### src/rtl/message_scroll_ctrl.sv
// message_scroll_ctrl
//   Steps a message-ROM character address once per tick, dwells on the last
//   character for HOLD_TICKS ticks, then either wraps to address 0 (loop_en=1)
//   or parks in DONE (loop_en=0).
//
// Parameters
//   HOLD_TICKS : ticks spent dwelling on the last character (1..15)
//
// Ports
//   clk_in     : system clock
//   reset      : asynchronous, active-high reset
//   tick       : one-cycle step enable
//   start      : begin/retrigger from address 0 (ignored when msg_len == 0)
//   stop       : abort to IDLE
//   pause      : level-sensitive freeze while RUN or HOLD
//   loop_en    : wrap (1) or finish (0) at the end of the dwell
//   msg_len    : message length, sampled on an accepted start, capped at 16
//   addr       : character address
//   addr_valid : addr meaningful (RUN, HOLD, DONE)
//   busy       : RUN or HOLD
//   paused     : pause && busy
//   wrap       : one-cycle pulse on the wrap back to address 0
//   done       : state is DONE
module message_scroll_ctrl #(
  parameter int unsigned HOLD_TICKS = 2
) (
  input  logic       clk_in,
  input  logic       reset,
  input  logic       tick,
  input  logic       start,
  input  logic       stop,
  input  logic       pause,
  input  logic       loop_en,
  input  logic [4:0] msg_len,
  output logic [3:0] addr,
  output logic       addr_valid,
  output logic       busy,
  output logic       paused,
  output logic       wrap,
  output logic       done
);

  typedef enum logic [1:0] {
    S_IDLE,
    S_RUN,
    S_HOLD,
    S_DONE
  } state_t;

  localparam logic [3:0] HOLD_LAST = 4'(HOLD_TICKS - 1);

  state_t     state;
  logic [4:0] len_q;
  logic [3:0] hold_cnt;

  logic       start_ok;
  logic [4:0] len_sat;
  logic       at_last;

  assign start_ok = start && (msg_len != 5'd0);
  assign len_sat  = (msg_len > 5'd16) ? 5'd16 : msg_len;
  // 5-bit compare so len_q=16 targets address 15 without truncation games
  assign at_last  = ({1'b0, addr} == (len_q - 5'd1));

  always_ff @(posedge clk_in or posedge reset) begin
    if (reset) begin
      state      <= S_IDLE;
      addr       <= '0;
      hold_cnt   <= '0;
      len_q      <= '0;
      addr_valid <= 1'b0;
      busy       <= 1'b0;
      paused     <= 1'b0;
      wrap       <= 1'b0;
      done       <= 1'b0;
    end else begin
      wrap <= 1'b0;
      if (stop) begin
        state      <= S_IDLE;
        addr       <= '0;
        hold_cnt   <= '0;
        addr_valid <= 1'b0;
        busy       <= 1'b0;
        paused     <= 1'b0;
        done       <= 1'b0;
      end else if (start_ok) begin
        // start outranks pause and tick: always lands on address 0, no step
        state      <= S_RUN;
        addr       <= '0;
        hold_cnt   <= '0;
        len_q      <= len_sat;
        addr_valid <= 1'b1;
        busy       <= 1'b1;
        paused     <= pause;
        done       <= 1'b0;
      end else begin
        case (state)
          S_RUN: begin
            paused <= pause;
            if (!pause && tick) begin
              if (at_last) begin
                state    <= S_HOLD;
                hold_cnt <= '0;
              end else begin
                addr <= addr + 4'd1;
              end
            end
          end
          S_HOLD: begin
            paused <= pause;
            if (!pause && tick) begin
              if (hold_cnt == HOLD_LAST) begin
                hold_cnt <= '0;
                if (loop_en) begin
                  state <= S_RUN;
                  addr  <= '0;
                  wrap  <= 1'b1;
                end else begin
                  state <= S_DONE;
                  busy  <= 1'b0;
                  done  <= 1'b1;
                end
              end else begin
                hold_cnt <= hold_cnt + 4'd1;
              end
            end
          end
          S_IDLE, S_DONE: begin
          end
          default: begin
          end
        endcase
      end
    end
  end

endmodule

### config.mk
export PLATFORM = sky130hd
export DESIGN_NAME = message_scroll_ctrl
export DESIGN_NICKNAME = d
export VERILOG_FILES = /design/src/rtl/message_scroll_ctrl.sv
export SDC_FILE = /design/constraint.sdc
export NUM_CORES = 1
export LEC_CHECK = 0
export CAP_MARGIN = 20
export CORE_MARGIN = 10
export CORE_UTILIZATION = 47
export DETAILED_ROUTE_END_ITERATION = 16
export PLACE_DENSITY = 0.83
export SYNTH_ARGS = -nofsm -noshare
export SYNTH_HDL_FRONTEND = slang
export SYNTH_SLANG_ARGS = --single-unit
export TNS_END_PERCENT = 30
### constraint.sdc
create_clock -name clk_in -period 2.2 [get_ports clk_in]
set_input_delay 0.66 -clock clk_in [delete_from_list [all_inputs] [get_ports clk_in]]
set_output_delay 0.66 -clock clk_in [all_outputs]
set_load 0.05 [all_outputs]
==> run summary, run 1 <==
Outcome - finished clean
Gp weighted congestion - 0.829
CP Buf/Inv Count - 1
CORE AREA - 0.00252 mm^2
Pre-CTS setup slack - -0.333 ns
Slowest Stage Delay on Critical Path - 0.81 ns
Top cell area share - 39.7%
Largest buffer count on any clock path - 2
Netlist Area Pre-Place - 0.00126 mm^2
Reg clk slew, reported paths - 0.10 ns
I/O pin total - 21
Vias per Instance - 5.82
Fin. Hold Viols - 0
Chip Width - 71.8 um
Drt first pass iters - 4
Final instance area - 0.00168 mm^2
Cycle use final - 97.1%
Routed WL - 3.26 mm
Post-DP HPWL - 2.48 mm
PwrDens - 504 mW/mm^2
WP data arrival - 1.48 ns
Share of cells above drive strength 1 - 22.6%
Crit Path Max Fanout - 2
Hold Path Stages - 2
Area leader, netlist - dfrtp_1
Vias in the first global route - 1198
Number of diodes - 0
CP max stage cell - clkdlybuf4s50_1
Flops after synth - 20
# hold bufs at CTS - 0
Post-placement cell area - 0.00162 mm^2
Slew Viols, Final - 0
Synth Area per Inst - 9.14 um^2
Total GRT Usage - 12.3%
Worst Hold End - addr_valid
Layout area overhead - 33.4%
WL/cell - 15.7 um
Count of library flops with an enable pin - 0
CP required - 1.54 ns
Cells after Synth - 138
Number of warnings the tools reported - 29
H-tree depth - 1
Buffers on Ports - 20
Via Count - 1205
Worst Reg-to-Reg Cells - 8
Ys cells - 138
Cells along the critical path - clkdlybuf4s50_1
Mapped Nets - 156
Asr flop ratio synth - 100%
CTS tree - yes
Yosys cell types - 41
Crit Path Category - flip-flop to output pin
Area reported by Yosys stat - 0.00126 mm^2
Measured slew at the worst slew-check pin - 0.511 ns
FF-to-FF End - state[1]
CP top delay family - buffers and inverters
Reg2reg start - len_q[1]
Leak - 0.762 nW
Main area contributors - dfrtp_1, ha_1, nor2_1, nand2_1, o21ai_0
Global-route wire length before repair - 5.32 mm
Clock root buffer - clkbuf_4
Die Size - 0.00516 mm^2
Starting DRT DRC Count - 85
Total grt overflow - 0
Clock Latency Late Sink - 0.31 ns
Slew margin rel. - 65.8%
FMAX - 0.468 GHz
Crit path time final - 2.14 ns
run 1: final cells by class:
cell class              count  area (um^2)
inverters                  10         37.5
clock buffers               3         22.5
multi-input cells         103          729
well taps                  30         37.5
fillers                   210          840
repair buffers             41          355
flip-flops and latches     20          500
run 1: timing repair:
item | 4_1_cts | 5_1_grt
pin swaps | 1 | 4
gates cloned | 0 | 0
gates resized | 0 | 8
endpoints found under the setup margin | 1 | 8
buffers inserted | 0 | 1
run 1: sequential cells by signal, indices dropped and copies added, names as in the netlist:
signal / flops
len_q: 5
addr: 4
hold_cnt: 4
state: 2
addr_valid: 1
busy: 1
done: 1
paused: 1
wrap: 1
run 1: cell usage after synthesis (3+ instances only):
cell type	n
a21oi_1	5
a221oi_1	4
a32o_1	3
clkbuf_1	3
dfrtp_1	20
ha_1	6
inv_1	10
nand2_1	11
nand2b_1	4
nand3_1	7
nor2_1	13
nor3_1	4
o211ai_1	5
o21ai_0	8
xnor2_1	4
run 1: power breakdown:
group	switching [W]	internal (W)
sequential	0.0000185	0.000387
clock	0.000110	0.0000639
combinational	0.000145	0.000124
run 1: logic make-up after synthesis:
logic type | count (synthesis) | synth area share [%]
and+or+nand+nor | 51 | 20.8
AOI/OAI and AO/OA | 40 | 24.0
buffers and inverters | 15 | 5.16
muxes | 1 | 0.893
adders and majority gates | 6 | 5.95
xor gates and xnor gates | 5 | 3.47
DFF | 20 | 39.7
run 1: worst max path at each step:
stage,startpoint,cells past startpoint,slack (ns),endpoint
floorplan,addr[2],6,-0.03,hold_cnt[2]
global placement,msg_len[4],6,-0.29,hold_cnt[3]
detailed placement,msg_len[4],6,-0.33,hold_cnt[3]
CTS,msg_len[4],6,0.02,hold_cnt[3]
global route,len_q[1],8,-0.008,addr[2]
finish,done,1,0.06,done
run 1: per-stage QoR:
stage	utilization, %	power (W)	setup TNS, ns	hold slack [ns]	cells
6_report	66.7	0.000848	0	0.517	207
5_1_grt	66.7	0.000890	-0.00952	0.558	207
4_1_cts	65.0	0.000839	0	0.521	206
3_5_place_dp	64.1	0.000666	-3.15	0.495	203
3_3_place_gp	64.1	0.000654	-2.46	0.478	203
2_1_floorplan	-	0.000560	-0.0314	0.473	138
run 1: cell usage in the layout (no fill, tap or decap), types with 2 or more instances in the layout:
| cell type | count |
|---|---|
| a32o_1 | 3 |
| o21ai_0 | 8 |
| nand2b_1 | 4 |
| o21ba_2 | 2 |
| nor3b_1 | 2 |
| clkbuf_4 | 3 |
| a21oi_1 | 5 |
| dlymetal6s2s_1 | 3 |
| clkdlybuf4s50_1 | 13 |
| nand3_1 | 7 |
| inv_1 | 10 |
| nand2_1 | 11 |
| xnor2_1 | 4 |
| nor2_1 | 13 |
| a211o_1 | 2 |
| o211ai_1 | 5 |
| buf_4 | 25 |
| dfrtp_1 | 20 |
| ha_1 | 6 |
| or4_4 | 2 |
| a221oi_2 | 2 |
| a221oi_1 | 2 |
| nor3_1 | 4 |
| nor2b_1 | 2 |
run 1: metal layers:
metal / share of wire [%] / global-route usage, %
met2: 51 / 21.6
met5: 0 / 0
met1: 41 / 13.4
met3: 7.7 / 4.82
met4: 1.0 / 3.23
### Placement by cell class, run 1

Scale: 6 px per um. Fill, decap, tap and diode cells in gray.
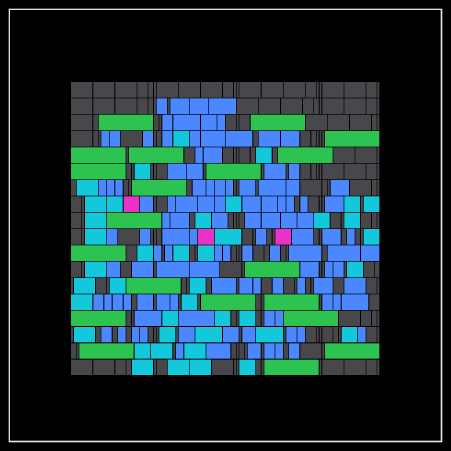
| color | class | cells |
|---|---|---|
| green | flops | 20 |
| magenta | cells driving clock nets | 3 |
| blue | all other logic | 113 |
| cyan | other buffers and delay cells | 41 |

### Metal layers overlaid, run 1

Scale: 6 px per um.
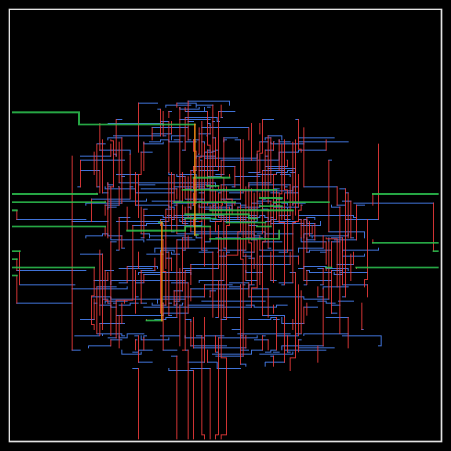
| color | layer | wire length |
|---|---|---|
| blue | met1 | 1320 um |
| red | met2 | 1650 um |
| green | met3 | 252 um |
| orange | met4 | 34.7 um |

### Clock network drawn from the DEF, run 1

Scale: 4 px per um.
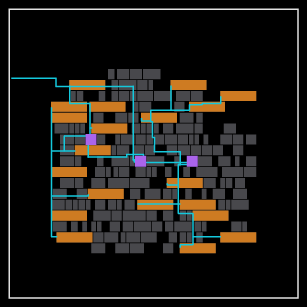
[purple] cells driving clock nets | count: 3
[orange] flip-flops | count: 20
[cyan] clock wires | length: 269 um
routed clock nets: 4

==> run 1 -> run 2 <==
--- a/config.mk
+++ b/config.mk
@@ -13,4 +13,4 @@
 export SYNTH_ARGS = -nofsm -noshare
 export SYNTH_HDL_FRONTEND = slang
 export SYNTH_SLANG_ARGS = --single-unit
-export TNS_END_PERCENT = 30
+export TNS_END_PERCENT = 10
### PDN straps and rails, run 2

Scale: 6 px per um. Pins as bars on the die edge. Tap cells in gray.
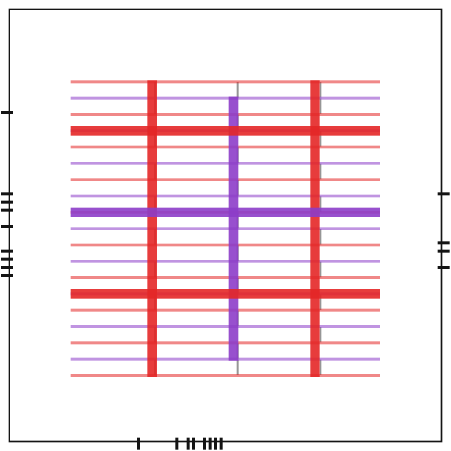
| color | net |
|---|---|
| purple | VDD |
| red | VSS |
met5 straps: 3
met1 rails: 19

### Clock network drawn from the DEF, run 2

Scale: 4 px per um.
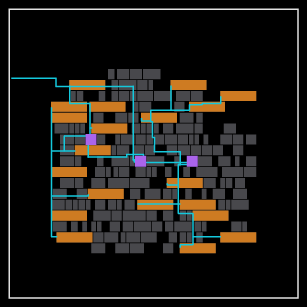
[cyan] clock wires | length: 269 um
[purple] cells driving clock nets | count: 3
[orange] flip-flops | count: 20
routed clock nets: 4

==> run summary, run 2 <==
Outcome - finished clean (unchanged)
Area leader, netlist - dfrtp_1 (unchanged)
Via Count - 1205 (unchanged)
Post-DP HPWL - 2.48 mm (unchanged)
Netlist Area Pre-Place - 0.00126 mm^2 (unchanged)
Slowest Stage Delay on Critical Path - 0.81 ns (about the same)
CP top delay family - buffers and inverters (unchanged)
Final core utilization - 66.7% (unchanged)
Starting DRT DRC Count - 85 (unchanged)
I/O pin total - 21 (unchanged)
Main area contributors - dfrtp_1, ha_1, nor2_1, nand2_1, o21ai_0 (unchanged)
Count of library flops with an enable pin - 0 (unchanged)
Measured slew at the worst slew-check pin - 0.511 ns (unchanged)
Top cell area share - 39.7% (unchanged)
Global-route wire length before repair - 5.32 mm (unchanged)
Drt first pass iters - 4 (unchanged)
Mapped Nets - 156 (unchanged)
Pre-CTS setup slack - -0.333 ns (unchanged)
Crit Path Category - flip-flop to output pin (unchanged)
Crit Path Max Fanout - 2 (unchanged)
Synth Area per Inst - 9.14 um^2 (unchanged)
Largest buffer count on any clock path - 2 (unchanged)
CP max stage cell - clkdlybuf4s50_1 (unchanged)
Gp weighted congestion - 0.829 (unchanged)
Flops after synth - 20 (unchanged)
Area reported by Yosys stat - 0.00126 mm^2 (unchanged)
Total GRT Usage - 12.3% (unchanged)
Layout area overhead - 33.4% (unchanged)
CORE AREA - 0.00252 mm^2 (unchanged)
CP required - 1.54 ns (about the same)
Cells after Synth - 138 (unchanged)
Cells along the critical path - clkdlybuf4s50_1 (unchanged)
Asr flop ratio synth - 100% (unchanged)
Ys cells - 138 (unchanged)
Chip Width - 71.8 um (unchanged)
WL/cell - 15.7 um (unchanged)
Vias per Instance - 5.82 (unchanged)
Routed WL - 3.26 mm (unchanged)
Most instantiated logic cell after routing - buf_4 (unchanged)
[run 2: cell counts after synthesis]
Identical to the previous run, type by type.
[run 2: metrics by stage]
step                      cells  cell area (um^2)  power, W  setup TNS, ns
after floorplan             138              1270  0.000560        -0.0314
after global placement      203              1620  0.000654          -2.46
after detailed placement    203              1620  0.000666          -3.15
after CTS                   206              1640  0.000839              0
after global routing        207              1680  0.000890       -0.00952
final                       207              1680  0.000848              0
[run 2: what timing repair did]
action / in CTS / in global routing
hold buffers: 0 / 0
pin swaps: 1 / 4
gates resized: 0 / 8
setup buffers: 0 / 1
setup endpoints to repair: 1 / 8
[run 2: routing by layer]
metal | GRT usage (%) | share of wire [%]
met5 | 0 | 0
met4 | 3.23 | 1.0
met3 | 4.82 | 7.7
met2 | 21.6 | 51
met1 | 13.4 | 41
[run 2: worst paths after layout]
kind	to	slack, ns	depth (start not counted)
worst max-delay path	done	0.06	1
worst min-delay path	addr_valid	0.52	2
worst max register to register	state[1]	0.09	8
worst min register to register	addr_valid	0.52	2
max in group asynchronous	hold_cnt[0]	1.29	3
min in group asynchronous	len_q[4]	0.68	3
[run 2: cell type report]
cell class	instances	area, um^2
Clock buffer	3	22.5
Timing Repair Buffer	41	355
Inverter	10	37.5
Sequential cell	20	500
Multi-Input combinational cell	103	729
Tap cell	30	37.5
Fill cell	210	840
[run 2: cells by family after synthesis]
logic type               after synthesis  share of synthesized area, %
buffers and inverters                 15                          5.16
AND/OR/NAND/NOR                       51                          20.8
adder cells (fa/ha/maj)                6                          5.95
multiplexers                           1                         0.893
flip-flops                            20                          39.7
AND-OR/OR-AND                         40                          24.0
XOR/XNOR                               5                          3.47
[run 2: tightest hold or removal path, cell delays in order, from the launching register on]
cell and delay (ns):
dfrtp_1 0.35, nor2_1 0.05, nor2_1 0.08
[run 2: power breakdown]
part	switching, W	internal [W]	leakage [nW]	total (W)
registers	0.0000185	0.000387	0.268	0.000405
clock network	0.000110	0.0000639	0.0138	0.000174
logic	0.000145	0.000124	0.480	0.000269
==> run 2 -> run 3 <==
--- a/config.mk
+++ b/config.mk
@@ -10,6 +10,7 @@
 export CORE_UTILIZATION = 47
 export DETAILED_ROUTE_END_ITERATION = 16
 export PLACE_DENSITY = 0.83
+export SLEW_MARGIN = 20
 export SYNTH_ARGS = -nofsm -noshare
 export SYNTH_HDL_FRONTEND = slang
 export SYNTH_SLANG_ARGS = --single-unit
### Clock network drawn from the DEF, run 3

Scale: 4 px per um.
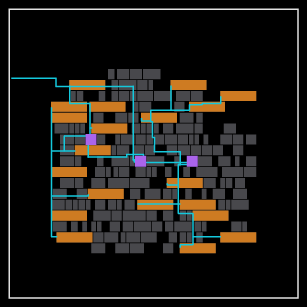
[cyan] clock wires | length: 269 um
[purple] cells driving clock nets | count: 3
[orange] flip-flops | count: 20
routed clock nets: 4

### PDN straps and rails, run 3

Scale: 6 px per um. Pins as bars on the die edge. Tap cells in gray.
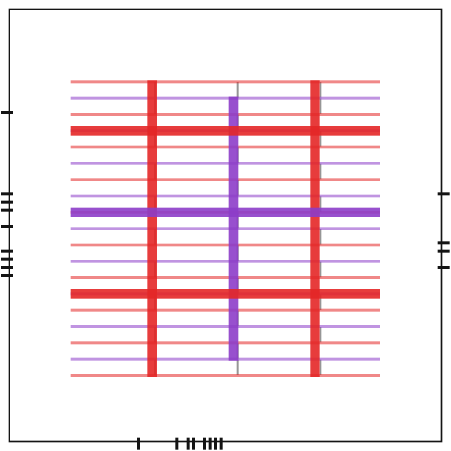
| color | net |
|---|---|
| red | VSS |
| purple | VDD |
met4 straps: 3
tap cells: 30

==> run summary, run 3 <==
Outcome - finished clean (unchanged)
Most frequent cells in the layout - buf_4, dfrtp_1, nor2_1, clkdlybuf4s50_1, nand2_1 (unchanged)
Drt first pass iters - 4 (unchanged)
Post-DP HPWL - 2.48 mm (unchanged)
Leak - 0.762 nW (unchanged)
Area reported by Yosys stat - 0.00126 mm^2 (unchanged)
Main area contributors - dfrtp_1, ha_1, nor2_1, nand2_1, o21ai_0 (unchanged)
Cells after Synth - 138 (unchanged)
Cells along the critical path - clkdlybuf4s50_1 (unchanged)
Asr flop ratio synth - 100% (unchanged)
Flops after synth - 20 (unchanged)
CORE AREA - 0.00252 mm^2 (unchanged)
Chip Width - 71.8 um (unchanged)
Total GRT Usage - 12.3% (unchanged)
Synth Area per Inst - 9.14 um^2 (unchanged)
Vias in the first global route - 1198 (unchanged)
Final core utilization - 66.7% (unchanged)
Buffers on Ports - 20 (unchanged)
FMAX - 0.468 GHz (unchanged)
Vias per Instance - 5.82 (unchanged)
CP Buf/Inv Count - 1 (unchanged)
Mapped Nets - 156 (unchanged)
FF-to-FF End - state[1] (unchanged)
Routed WL - 3.26 mm (unchanged)
CP required - 1.54 ns (about the same)
CP top delay family - buffers and inverters (unchanged)
WL/cell - 15.7 um (unchanged)
Number of diodes - 0 (unchanged)
Die Size - 0.00516 mm^2 (unchanged)
Most instantiated logic cell after routing - buf_4 (unchanged)
Reg2Reg Setup Slack - 0.09 ns (about the same)
Top reg by flops - len_q (unchanged)
Count of library flops with an enable pin - 0 (unchanged)
Clock root buffer - clkbuf_4 (unchanged)
WP data arrival - 1.48 ns (about the same)
PwrDens - 504 mW/mm^2 (unchanged)
Max reg flops - 5 (unchanged)
Measured slew at the worst slew-check pin - 0.511 ns (unchanged)
Most frequent cell after synthesis - dfrtp_1 (unchanged)
Slew Viols, Final - 0 (unchanged)
Crit path time final - 2.14 ns (unchanged)
H-tree depth - 1 (unchanged)
CP max stage cell - clkdlybuf4s50_1 (unchanged)
Worst path depth - 1 (unchanged)
Gp weighted congestion - 0.829 (unchanged)
Clock Latency Late Sink - 0.31 ns (about the same)
==> run 3: cells by family after synthesis <==
family / share of synthesized area [%]
and+or+nand+nor: 20.8
AOI/OAI and AO/OA: 24.0
DFF: 39.7
buffers and inverters: 5.16
adders and majority gates: 5.95
xor gates and xnor gates: 3.47
muxes: 0.893
==> run 3: report_power, final <==
part           internal [W]  total (W)  leakage, nW  switching [W]
sequential         0.000387   0.000405        0.268      0.0000185
clock             0.0000639   0.000174       0.0138       0.000110
combinational      0.000124   0.000269        0.480       0.000145
==> run 3: worst min-delay path by stage <==
stage	endpoint	slack, ns	depth (start not counted)
2_1_floorplan	len_q[1]	0.47	2
5_1_grt	addr_valid	0.56	2
4_1_cts	addr_valid	0.52	2
6_report	addr_valid	0.52	2
3_3_place_gp	addr_valid	0.48	2
3_5_place_dp	len_q[1]	0.50	2
==> run 3: routing by layer <==
layer	wire length, um	GRT usage (%)	part of all wire, %	vias to the layer above
li1	-	-	-	583
met1	1320	13.4	41	570
met2	1650	21.6	51	48
met3	251	4.82	7.7	4
met4	34	3.23	1.0	0
met5	0	0	0	-
==> run 3: per-stage QoR <==
stage,instances,area [um^2],TNS [ns],power (W),setup slack (ns)
3_5_place_dp,203,1620,-3.15,0.000666,-0.333
3_3_place_gp,203,1620,-2.46,0.000654,-0.285
5_1_grt,207,1680,-0.00952,0.000890,-0.00752
2_1_floorplan,138,1270,-0.0314,0.000560,-0.0314
4_1_cts,206,1640,0,0.000839,0.0226
6_report,207,1680,0,0.000848,0.0642
==> run 3: repair_timing <==
item	CTS	global route
hold buffers	0	0
buffers inserted	0	1
gates resized	0	8
pin swaps	1	4
endpoints found under the setup margin	1	8
cloned	0	0
==> run 3: tightest hold or removal path: cells and delay by family (launching register included) <==
kind             cells  cell delay (ns)
AND/OR/NAND/NOR      2             0.13
flip-flops           1             0.35
==> run 3: final cells by class <==
type | instances | area, um^2
Sequential cell | 20 | 500
Fill cell | 210 | 840
Inverter | 10 | 37.5
Timing Repair Buffer | 41 | 355
Multi-Input combinational cell | 103 | 729
Clock buffer | 3 | 22.5
Tap cell | 30 | 37.5
Power is estimated from default activity; no workload was simulated.
